<file path="src/rtl/alu_seq_pkg.sv">
// alu_seq_pkg
//   Shared types and constants for alu_sequencer.
//   op_e     : operation codes accepted on in_op (10..15 are illegal).
//   state_e  : sequencer FSM states.
//   ALU_*    : selector codes driven on alu_sel toward the external ALU.
//   SIGN_BIAS: flips the sign bit so an unsigned compare orders signed values.
package alu_seq_pkg;

    typedef enum logic [3:0] {
        OP_ADD  = 4'd0,
        OP_SUB  = 4'd1,
        OP_AND  = 4'd2,
        OP_OR   = 4'd3,
        OP_XOR  = 4'd4,
        OP_SLL  = 4'd5,
        OP_SRL  = 4'd6,
        OP_SRA  = 4'd7,
        OP_SLT  = 4'd8,
        OP_SLTU = 4'd9
    } op_e;

    typedef enum logic [1:0] {
        ST_IDLE,
        ST_EXEC,
        ST_SHIFT,
        ST_DONE
    } state_e;

    localparam logic [4:0] ALU_ADD  = 5'd0;
    localparam logic [4:0] ALU_SUB  = 5'd1;
    localparam logic [4:0] ALU_AND  = 5'd2;
    localparam logic [4:0] ALU_OR   = 5'd3;
    localparam logic [4:0] ALU_XOR  = 5'd4;
    localparam logic [4:0] ALU_SLL  = 5'd5;
    localparam logic [4:0] ALU_SRL  = 5'd6;
    localparam logic [4:0] ALU_SRA  = 5'd7;
    localparam logic [4:0] ALU_SLT  = 5'd8;
    localparam logic [4:0] ALU_SLTU = 5'd9;
    localparam logic [4:0] ALU_NOP  = 5'd31;

    localparam logic [31:0] SIGN_BIAS = 32'h8000_0000;

    function automatic logic is_shift_op(input logic [3:0] op);
        return (op == OP_SLL) || (op == OP_SRL) || (op == OP_SRA);
    endfunction

endpackage

</file>
<file path="src/rtl/alu_sequencer.sv">
// alu_sequencer
//   Sequences one operation at a time through an external combinational ALU.
//   Non-shift ops take a single EXEC cycle; shifts iterate a one-bit ALU
//   shift shamt times, feeding the accumulator back as operand 1.
//
// Ports
//   clk, rst_n             : clock, synchronous active-low reset
//   in_valid/in_ready      : request handshake (ready only in IDLE)
//   in_op, in_a, in_b      : operation and operands (in_b[4:0] = shift amount)
//   alu_sel, alu_data1/2   : drive to the external ALU
//   alu_result             : combinational ALU result
//   out_valid/out_ready    : result handshake
//   out_result             : result, zero when out_valid is low
//   busy                   : any state other than IDLE
//   flush                  : only with ALU_SEQ_FLUSH_EN; aborts the operation
//
// Configuration macro: ALU_SEQ_FLUSH_EN
module alu_sequencer
    import alu_seq_pkg::*;
(
    input  logic        clk,
    input  logic        rst_n,
`ifdef ALU_SEQ_FLUSH_EN
    input  logic        flush,
`endif
    input  logic        in_valid,
    output logic        in_ready,
    input  logic [3:0]  in_op,
    input  logic [31:0] in_a,
    input  logic [31:0] in_b,
    output logic [4:0]  alu_sel,
    output logic [31:0] alu_data1,
    output logic [31:0] alu_data2,
    input  logic [31:0] alu_result,
    output logic        out_valid,
    input  logic        out_ready,
    output logic [31:0] out_result,
    output logic        busy
);

    state_e      state_q, state_d;
    logic [3:0]  op_q;
    logic [31:0] a_q, b_q;
    logic [31:0] acc_q;
    logic [4:0]  cnt_q;

    logic        flush_i;
    logic        accept;
    logic        exec_illegal;
    logic [4:0]  sel_c;
    logic [31:0] data1_c, data2_c;

`ifdef ALU_SEQ_FLUSH_EN
    assign flush_i = flush;
`else
    assign flush_i = 1'b0;
`endif

    // Flush wins over acceptance, so ready is withdrawn while it is asserted.
    assign in_ready   = rst_n && (state_q == ST_IDLE) && !flush_i;
    assign accept     = in_valid && in_ready;
    assign busy       = rst_n && (state_q != ST_IDLE);
    assign out_valid  = rst_n && (state_q == ST_DONE);
    assign out_result = out_valid ? acc_q : 32'd0;

    assign alu_sel    = rst_n ? sel_c   : 5'd0;
    assign alu_data1  = rst_n ? data1_c : 32'd0;
    assign alu_data2  = rst_n ? data2_c : 32'd0;

    always_ff @(posedge clk) begin
        if (!rst_n) begin
            state_q <= ST_IDLE;
            op_q    <= 4'd0;
            a_q     <= 32'd0;
            b_q     <= 32'd0;
            acc_q   <= 32'd0;
            cnt_q   <= 5'd0;
        end else begin
            state_q <= state_d;
            if (accept) begin
                op_q  <= in_op;
                a_q   <= in_a;
                b_q   <= in_b;
                // Shifts start from A; the accumulator is then shifted in place.
                acc_q <= in_a;
                cnt_q <= in_b[4:0];
            end else if (state_q == ST_EXEC) begin
                acc_q <= exec_illegal ? 32'd0 : alu_result;
            end else if (state_q == ST_SHIFT) begin
                acc_q <= alu_result;
                cnt_q <= cnt_q - 5'd1;
            end
        end
    end

    always_comb begin
        state_d      = state_q;
        sel_c        = ALU_ADD;
        data1_c      = 32'd0;
        data2_c      = 32'd0;
        exec_illegal = 1'b0;

        case (state_q)
            ST_IDLE: begin
                if (accept) begin
                    if (is_shift_op(in_op) && (in_b[4:0] != 5'd0)) begin
                        state_d = ST_SHIFT;
                    end else begin
                        state_d = ST_EXEC;
                    end
                end
            end

            ST_EXEC: begin
                state_d = ST_DONE;
                data1_c = a_q;
                data2_c = b_q;
                case (op_q)
                    OP_ADD:  sel_c = ALU_ADD;
                    OP_SUB:  sel_c = ALU_SUB;
                    OP_AND:  sel_c = ALU_AND;
                    OP_OR:   sel_c = ALU_OR;
                    OP_XOR:  sel_c = ALU_XOR;
                    OP_SLTU: sel_c = ALU_SLTU;
                    OP_SLT: begin
                        // Biasing both operands maps signed order onto unsigned order.
                        sel_c   = ALU_SLTU;
                        data1_c = a_q ^ SIGN_BIAS;
                        data2_c = b_q ^ SIGN_BIAS;
                    end
                    OP_SLL, OP_SRL, OP_SRA: begin
                        // Zero shift amount degenerates to a pass-through of A.
                        sel_c   = ALU_ADD;
                        data2_c = 32'd0;
                    end
                    default: begin
                        sel_c        = ALU_NOP;
                        data1_c      = 32'd0;
                        data2_c      = 32'd0;
                        exec_illegal = 1'b1;
                    end
                endcase
            end

            ST_SHIFT: begin
                data1_c = acc_q;
                data2_c = 32'd0;
                case (op_q)
                    OP_SLL:  sel_c = ALU_SLL;
                    OP_SRL:  sel_c = ALU_SRL;
                    default: sel_c = ALU_SRA;
                endcase
                // The final iteration is the one entered with a count of 1.
                if (cnt_q <= 5'd1) begin
                    state_d = ST_DONE;
                end
            end

            ST_DONE: begin
                if (out_ready) begin
                    state_d = ST_IDLE;
                end
            end

            default: state_d = ST_IDLE;
        endcase

        if (flush_i) begin
            state_d = ST_IDLE;
        end
    end

endmodule

</file>
<file path="config.mk">
export PLATFORM = sky130hd
export DESIGN_NAME = alu_sequencer
export DESIGN_NICKNAME = d
export VERILOG_FILES = /design/src/rtl/alu_seq_pkg.sv /design/src/rtl/alu_sequencer.sv
export SDC_FILE = /design/constraint.sdc
export NUM_CORES = 1
export LEC_CHECK = 0
export ABC_CLOCK_PERIOD_IN_PS = 4600
export CAP_MARGIN = 40
export CORE_MARGIN = 3
export CORE_UTILIZATION = 47
export CTS_CLUSTER_DIAMETER = 120
export DETAILED_ROUTE_END_ITERATION = 16
export GPL_TIMING_DRIVEN = 0
export HOLD_SLACK_MARGIN = 0.02
export PLACE_DENSITY = 0.86
export SLEW_MARGIN = 40
export SYNTH_ARGS = -nofsm -noshare
export SYNTH_HDL_FRONTEND = slang
export SYNTH_SLANG_ARGS = --single-unit
</file>
<file path="constraint.sdc">
create_clock -name clk -period 4.6 [get_ports clk]
set_input_delay 0.92 -clock clk [delete_from_list [all_inputs] [get_ports clk]]
set_output_delay 0.92 -clock clk [all_outputs]
set_load 0.01 [all_outputs]
</file>
==> impl_metrics.tcl <==
# implementation run metrics
set metrics [dict create \
    die_x_microns 111 \
    yosysTopAreaCell "dfxtp_1" \
    postCtsSetupBuffers 0 \
    path_depth 7 \
    dp_cells 1026 \
    io_pins 208 \
    power_density_nw_per_um2 422 \
    cts-root-buf "clkbuf_8" \
    track_usage 0.289 \
    drv_slew 0 \
    wl_per_cell_microns 17.3 \
    flop_cell "dfxtp_1" \
    cp_common_cell "clkdlybuf4s50_1" \
    netSwitchingPower_uw 1250 \
    grt_use_met2 0.495 \
    finalNonFillerCells 1042 \
    clkTransAtPathRegs_ps 100 \
    dr.pass1.iters 6 \
    internal_power_uw 1940 \
    xor_area_frac 0.00171 \
    status "complete, no violations" \
    ys_warn_count 0 \
]
[worst min-delay path by stage]
stage / from / cells past startpoint / end
2_1_floorplan: b_q[10] / 2 / b_q[10]
3_3_place_gp: b_q[16] / 2 / b_q[16]
5_1_grt: b_q[4] / 2 / b_q[4]
6_report: b_q[14] / 2 / b_q[14]
4_1_cts: b_q[14] / 2 / b_q[14]
3_5_place_dp: b_q[14] / 2 / b_q[14]
[cell families after synthesis]
kind of cell	Yosys count
buffers and inverters	70
and+or+nand+nor	295
DFF	107
xor gates and xnor gates	1
AOI/OAI and AO/OA	203
adders and majority gates	6
muxes	1
[tightest hold or removal path: cells and delay by family, from the launching register on]
family           cells  cell delay (ps)
and+or+nand+nor      2              100
DFF                  1              320
[cell type report]
type	count	area, sq um
Tap cell	136	170
Multi-Input combinational cell	506	2640
Inverter	10	37.5
Buffer	60	310
Fill cell	843	2910
Sequential cell	107	2140
Clock buffer	12	155
Timing Repair Buffer	207	2070
Clock inverter	4	25.0
[flip-flops by register name, summed over array words and instances, names as in the netlist]
signal	cells
cnt_q	5
state_q	2
a_q	32
op_q	4
acc_q	32
b_q	32
[power by group through the flow]
stage / sequential [uW] / clock (uW) / combinational [uW]
floorplan: 1330 / 0 / 842
finish: 1370 / 545 / 1270
global route: 1400 / 594 / 1400
CTS: 1360 / 548 / 1260
detailed placement: 1390 / 0 / 1250
global placement: 1370 / 0 / 1210
[placed cells by master, fill, tap and decap left out, types with 2 or more instances in the layout]
master / instances
nand2b_1: 2
and3_1: 32
clkbuf_1: 28
o211ai_1: 2
buf_1: 5
a31oi_1: 3
clkdlybuf4s50_1: 207
o21ai_1: 27
and2_1: 34
nand3_1: 31
nand2_1: 141
a21o_1: 3
dfxtp_1: 107
clkinv_2: 2
clkbuf_8: 11
o21ai_2: 3
nor2_1: 41
a21oi_1: 111
clkinvlp_4: 2
a22oi_1: 32
inv_1: 10
nor3_1: 4
ha_1: 6
buf_6: 8
o31ai_1: 3
buf_2: 20
o21ai_0: 9
or3_1: 2
a211o_1: 2
[metal layers]
layer / part of all wire / vias up
met5: 0 / -
met4: 0.033 / 0
met3: 0.11 / 52
met2: 0.47 / 338
met1: 0.38 / 2711
li1: - / 2769
[metrics by stage]
step | hold slack, ps | setup slack [ps] | cell area, sq um | util
after floorplan | 429 | 1830 | 5130 | -
after global placement | 437 | 472 | 7380 | 0.705
after CTS | 457 | 396 | 7560 | 0.722
after detailed placement | 441 | 425 | 7380 | 0.705
after global routing | 474 | 275 | 7560 | 0.722
final | 455 | 422 | 7560 | 0.722
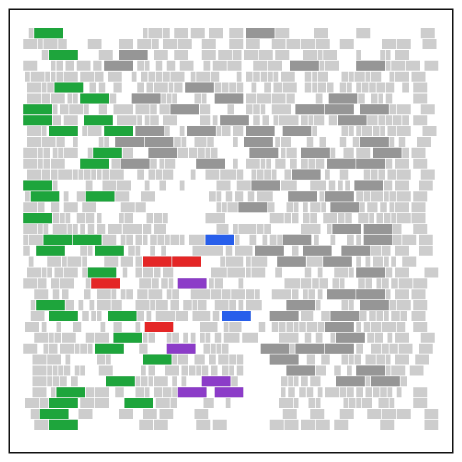
*Where the registers sit*
Drawn at 4 px/micron. Other sequential cells in the stronger gray, the rest of the logic in the fainter gray.
Key: cnt_q = purple [flops 5, where bottom middle]; op_q = red [flops 4]; b_q = green [flops 32, where a column on the left]; state_q = blue [flops 2]
sequential share of cell area: 0.283
FF/Latch Area: 2140 sq um
Seq group: 1370 uW

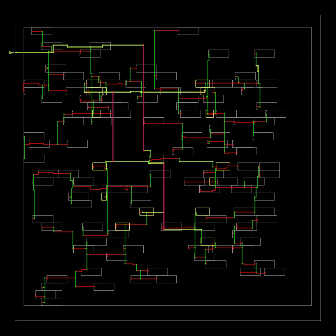
*Clock routing*
Setup Skew: 11.3 ps
TritonCTS Buffers: 9
layout clock buffer count: 12

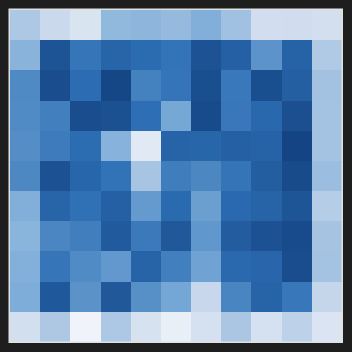
*Cell area per tile*
Drawn at 3 px/micron. The die is cut into 11 by 11 equal tiles; white is low, dark blue is high, 0 to 100% covered.
The fullest tile reaches 92%. 38% of the tiles are over 75% full. The mean over all tiles is 61%.
Util after Layout: 0.722
core area: 10500 sq um
Init Core Util: 0.491

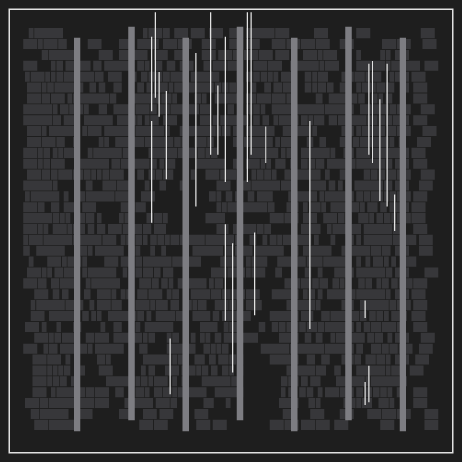
*Met4 routing*
Drawn at 4 px/micron. Supply wires on this layer in gray.
The wires run mostly vertical. The layer carries 587 microns of wire.
via count: 5870
total wire length: 18.0 mm

Power is estimated from default activity; no workload was simulated.
